M2 wires:
Drawn at 12 px/um. Cells faint in the background.
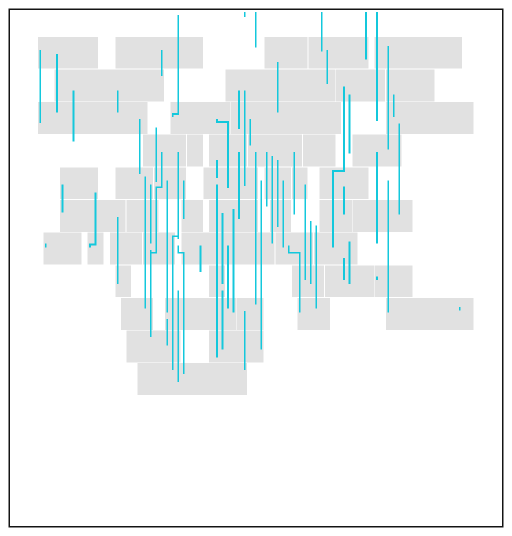
Cells by drive strength:
Drawn at 6 px/um.
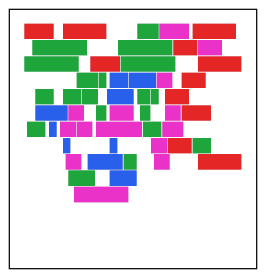
Routed metal per tile:
Drawn at 8 px/um. The die is cut into 8 by 9 equal tiles; dark purple is low, yellow is high, scaled to the fullest tile. Values are wire area over tile area, all layers added.
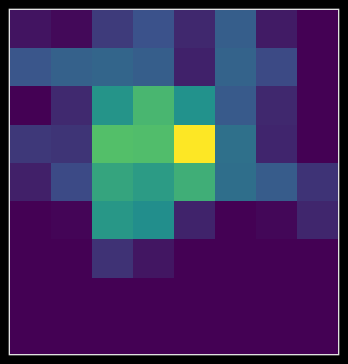
Power grid:
Drawn at 12 px/um. Pins as bars on the die edge.
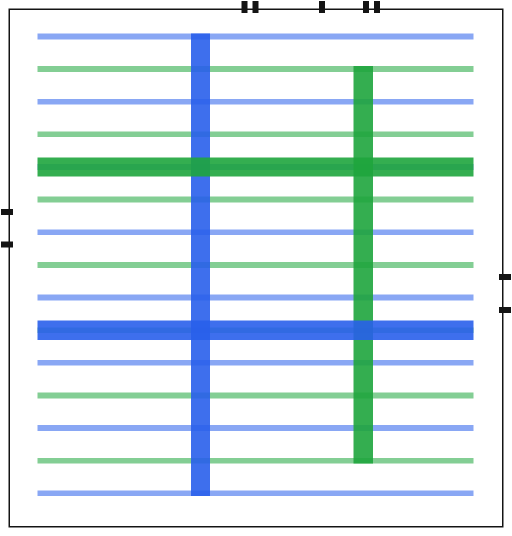
## src/rtl/rs_latch_pkg.sv

```systemverilog
// Shared types for the gated RS latch array: per-bit state encoding and
// the race-resolution policy selector.
package rs_latch_pkg;

    typedef enum logic [1:0] {
        ST_RESET  = 2'd0,
        ST_SET    = 2'd1,
        ST_FORBID = 2'd2
    } rs_state_e;

    localparam int RACE_RESET = 0;
    localparam int RACE_SET   = 1;
    localparam int RACE_HOLD  = 2;

    // State taken when a forbidden condition is released by both inputs at once.
    function automatic rs_state_e race_target(input int pol, input logic last_q);
        case (pol)
            RACE_SET:  return ST_SET;
            RACE_HOLD: return last_q ? ST_SET : ST_RESET;
            default:   return ST_RESET;
        endcase
    endfunction

endpackage

```

## src/rtl/rs_latch_cell.sv

```systemverilog
// One gated RS latch bit with forbidden-state tracking and race pulse.
// Optional 2-flop input synchronizer when RSLATCH_GATED_SYNC_EN is defined.
//
// state     | meaning
// ST_RESET  | Q=0, Q_L=1
// ST_SET    | Q=1, Q_L=0
// ST_FORBID | S=R=1 seen with E=1; Q=0, Q_L=0, forbidden=1
module rs_latch_cell
    import rs_latch_pkg::*;
#(
    parameter int RACE_POL = RACE_HOLD
) (
    input  logic clk,
    input  logic rst_n,
    input  logic e,
    input  logic s,
    input  logic r,
    output logic q,
    output logic q_l,
    output logic forbidden,
    output logic race_pulse
);

    logic e_i, s_i, r_i;

`ifdef RSLATCH_GATED_SYNC_EN
    logic [2:0] sync1_q, sync2_q;
    logic [2:0] sync1_d, sync2_d;

    always_comb begin
        sync1_d = {e, s, r};
        sync2_d = sync1_q;
    end

    always_ff @(posedge clk or negedge rst_n) begin
        if (!rst_n) begin
            sync1_q <= 3'b000;
            sync2_q <= 3'b000;
        end else begin
            sync1_q <= sync1_d;
            sync2_q <= sync2_d;
        end
    end

    assign {e_i, s_i, r_i} = sync2_q;
`else
    assign {e_i, s_i, r_i} = {e, s, r};
`endif

    rs_state_e state_q, state_d;
    logic      last_q, last_d;
    logic      race_q, race_d;

    always_comb begin
        state_d = state_q;
        last_d  = last_q;
        race_d  = 1'b0;
        if (state_q == ST_FORBID) begin
            if (e_i && s_i && r_i) begin
                state_d = ST_FORBID;
            end else if (e_i && (s_i ^ r_i)) begin
                state_d = s_i ? ST_SET : ST_RESET;
                last_d  = s_i;
            end else begin
                // Both inputs dropped together: outcome set by the race policy.
                state_d = race_target(RACE_POL, last_q);
                race_d  = 1'b1;
            end
        end else if (e_i) begin
            if (s_i && r_i) begin
                state_d = ST_FORBID;
            end else if (s_i) begin
                state_d = ST_SET;
                last_d  = 1'b1;
            end else if (r_i) begin
                state_d = ST_RESET;
                last_d  = 1'b0;
            end
        end
    end

    always_ff @(posedge clk or negedge rst_n) begin
        if (!rst_n) begin
            state_q <= ST_RESET;
            last_q  <= 1'b0;
            race_q  <= 1'b0;
        end else begin
            state_q <= state_d;
            last_q  <= last_d;
            race_q  <= race_d;
        end
    end

    assign q          = (state_q == ST_SET);
    assign q_l        = (state_q == ST_RESET);
    assign forbidden  = (state_q == ST_FORBID);
    assign race_pulse = race_q;

endmodule

```

## src/rtl/rs_latch_gated.sv

```systemverilog
// W-bit array of independent gated RS latches (see rs_latch_cell).
// Define RSLATCH_GATED_SYNC_EN to synchronize E/S/R inside each bit.
module rs_latch_gated
    import rs_latch_pkg::*;
#(
    parameter int W        = 1,
    parameter int RACE_POL = RACE_HOLD
) (
    input  logic         clk,
    input  logic         rst_n,
    input  logic [W-1:0] E,
    input  logic [W-1:0] S,
    input  logic [W-1:0] R,
    output logic [W-1:0] Q,
    output logic [W-1:0] Q_L,
    output logic [W-1:0] forbidden,
    output logic [W-1:0] race_pulse
);

    for (genvar i = 0; i < W; i++) begin : g_bit
        rs_latch_cell #(
            .RACE_POL(RACE_POL)
        ) u_cell (
            .clk        (clk),
            .rst_n      (rst_n),
            .e          (E[i]),
            .s          (S[i]),
            .r          (R[i]),
            .q          (Q[i]),
            .q_l        (Q_L[i]),
            .forbidden  (forbidden[i]),
            .race_pulse (race_pulse[i])
        );
    end

endmodule

```

## config.mk

```make
export PLATFORM = sky130hd
export DESIGN_NAME = rs_latch_gated
export DESIGN_NICKNAME = d
export VERILOG_FILES = /design/src/rtl/rs_latch_pkg.sv /design/src/rtl/rs_latch_cell.sv /design/src/rtl/rs_latch_gated.sv
export SDC_FILE = /design/constraint.sdc
export NUM_CORES = 1
export LEC_CHECK = 0
export CAP_MARGIN = 0
export CORE_AREA = 2 2 39 41
export CTS_BUF_LIST = sky130_fd_sc_hd__clkbuf_8
export CTS_CLUSTER_DIAMETER = 50
export CTS_CLUSTER_SIZE = 20
export DETAILED_ROUTE_END_ITERATION = 16
export DIE_AREA = 0 0 41 43
export PLACE_DENSITY = 0.53
export SETUP_SLACK_MARGIN = 0.3
export SYNTH_ARGS = -nofsm -noshare
export SYNTH_HDL_FRONTEND = slang
export SYNTH_SLANG_ARGS = --single-unit
```

## constraint.sdc

```tcl
create_clock -name clk -period 1.15 [get_ports clk]
set_clock_uncertainty 0.05 [all_clocks]
set_input_delay 0.1725 -clock clk [delete_from_list [all_inputs] [get_ports clk]]
set_output_delay 0.1725 -clock clk [all_outputs]
set_load 0.05 [all_outputs]
```

==> results.py <==
# Auto-generated metrics
metrics = {
    "cells_and_area": {
        "final_common_cell": "buf_4",
        "n_clock_buffer": 3,
        "nMultiInputCombCells": 22,
        "seq_cells": 4,
        "fillCellCount": 130,
        "seq_area_um2": 100,
        "clk_share": 0.0643,
        "area_growth_pct": 118,
        "nets": 63,
        "comb_share": 0.380,
        "largest_register_ffs": 2,
    },
    "final_timing": {
        "slew_viol_final": 0,
        "rsz0062_at_grt": "yes",
        "finalSetupViolCount": 5,
        "post-route-min-period_ns": 1.27,
        "fin_crit_sh": 1.10,
        "slew_headroom": 0.824,
        "finalWorstSetupSlack_ns": -0.117,
        "hold_viol_final": 0,
        "tns_ns": -0.387,
        "holdWs_ns": 0.102,
    },
    "clock_network": {
        "cts_tree": "yes",
        "path_clk_slew_ns": 0.03,
        "cts_num_sinks": 4,
        "postCtsHoldBufs": 0,
        "cts_resized": 17,
        "max-clock-path-buffers": 2,
        "cts_inserted_buffers": 3,
        "cts_root_buf": "clkbuf_8",
    },
    "grt": {
        "grt_max_degree": 5,
        "grt_pass1_vias": 319,
        "grt_pass1_wl_mm": 1.30,
        "antenna_found_initial": 0,
    },
    "power": {
        "p_leak_nw": 0.291,
        "ir_drop_uv": 1550,
        "power_density_mw_per_mm2": 2740,
    },
    "status": {
        "run_status": "finished with violations",
        "violations": "setup timing",
    },
    "yosys": {
        "ys_ff": 4,
        "synth_cells": 30,
        "avgSynthCellArea_um2": 9.80,
        "ys_chip_area_um2": 294,
        "netlist.area_leader.share": 0.340,
        "synth.distinct_cells": 21,
        "synth_top_cell_by_count": "dfrtp_1",
        "yosysWarnings": 0,
        "synth_area_um2": 294,
        "top_cells_by_area": "dfrtp_1 (34%), ha_1 (13%), nor4_4 (7.2%)",
        "async_flop_share": 1.00,
        "synth_area_leader_cell": "dfrtp_1",
        "ys_top_cells_by_count": "dfrtp_1 (4), ha_1 (3), inv_1 (3)",
    },
    "hold_path": {
        "hold_class": "in2async",
    },
    "drt": {
        "routedLengthMet1_um": 325,
        "dr_wl_met2_um": 373,
        "drt-initial-drc-count": 0,
    },
    "placement": {
        "place.gp.congestion": 0.789,
        "dpl-instance-area_um2": 509,
        "numPortBuffers": 8,
        "place_inst": 62,
        "pre_cts_slack_ns": -0.543,
    },
    "critical_path": {
        "worstPathRequired_ns": 0.93,
        "endpoint": "forbidden",
        "r2r-end": "g_bit[0].u_cell.last_q$_DFFE_PN0P_",
        "ff2ff_setup_slack_ns": -0.10,
    },
    "floorplan": {
        "die_width_um": 41,
        "ioPinCount": 9,
        "die_h_um": 43,
    },
}
Back to the opening pictures, 'M2 wires':
longest straight run: 14.3 um
share of all routed wire: 50%
nets with wire on the layer: 52
wire length on this layer: 374 um

Back to the opening pictures, 'cells by drive strength':
| size | color | cells |
|---|---|---|
| _3 and _4 cells | magenta | 14 |
| _2 cells | blue | 9 |
| _0 and _1 cells | green | 19 |
| _6 and larger | red | 11 |

Back to the opening pictures, 'routed metal per tile':
densest ninth of the die: center
mean over tiles: 0.067
fullest tile: 0.38
nearly empty tiles: 43%
tiles over half the peak: 14%

Back to the opening pictures, 'power grid':
| net | color |
|---|---|
| VDD | green |
| VSS | blue |
met1 rails: 15
signal pins: 9
met5 straps: 2

-- power breakdown --
group          leakage (nW)  total (mW)  switching [mW]  internal, mW
Clock                0.0216       0.297          0.0739         0.223
Sequential           0.0483       0.259          0.0526         0.206
Combinational         0.221        1.20           0.545         0.655
Total                 0.291        1.76           0.671          1.08
-- logic make-up after synthesis --
logic type,Yosys count,synth area share
AND/OR/NAND/NOR,10,0.260
multiplexers,1,0.0340
adder cells (fa/ha/maj),3,0.128
flip-flops,4,0.340
AND-OR/OR-AND,8,0.187
buffers and inverters,4,0.0510
-- per-layer routing --
layer,global-route usage,up-vias
met5,0,-
met4,0.0733,0
met3,0.0838,0
met2,0.159,10
met1,0.121,141
li1,-,157
-- worst max-delay path, stage by stage, from the launching register on --
cell and delay, ns:
dfrtp_1 0.40, and2b_4 0.29, buf_12 0.13
No activity file was given, so power comes from the tool's default toggle rates.
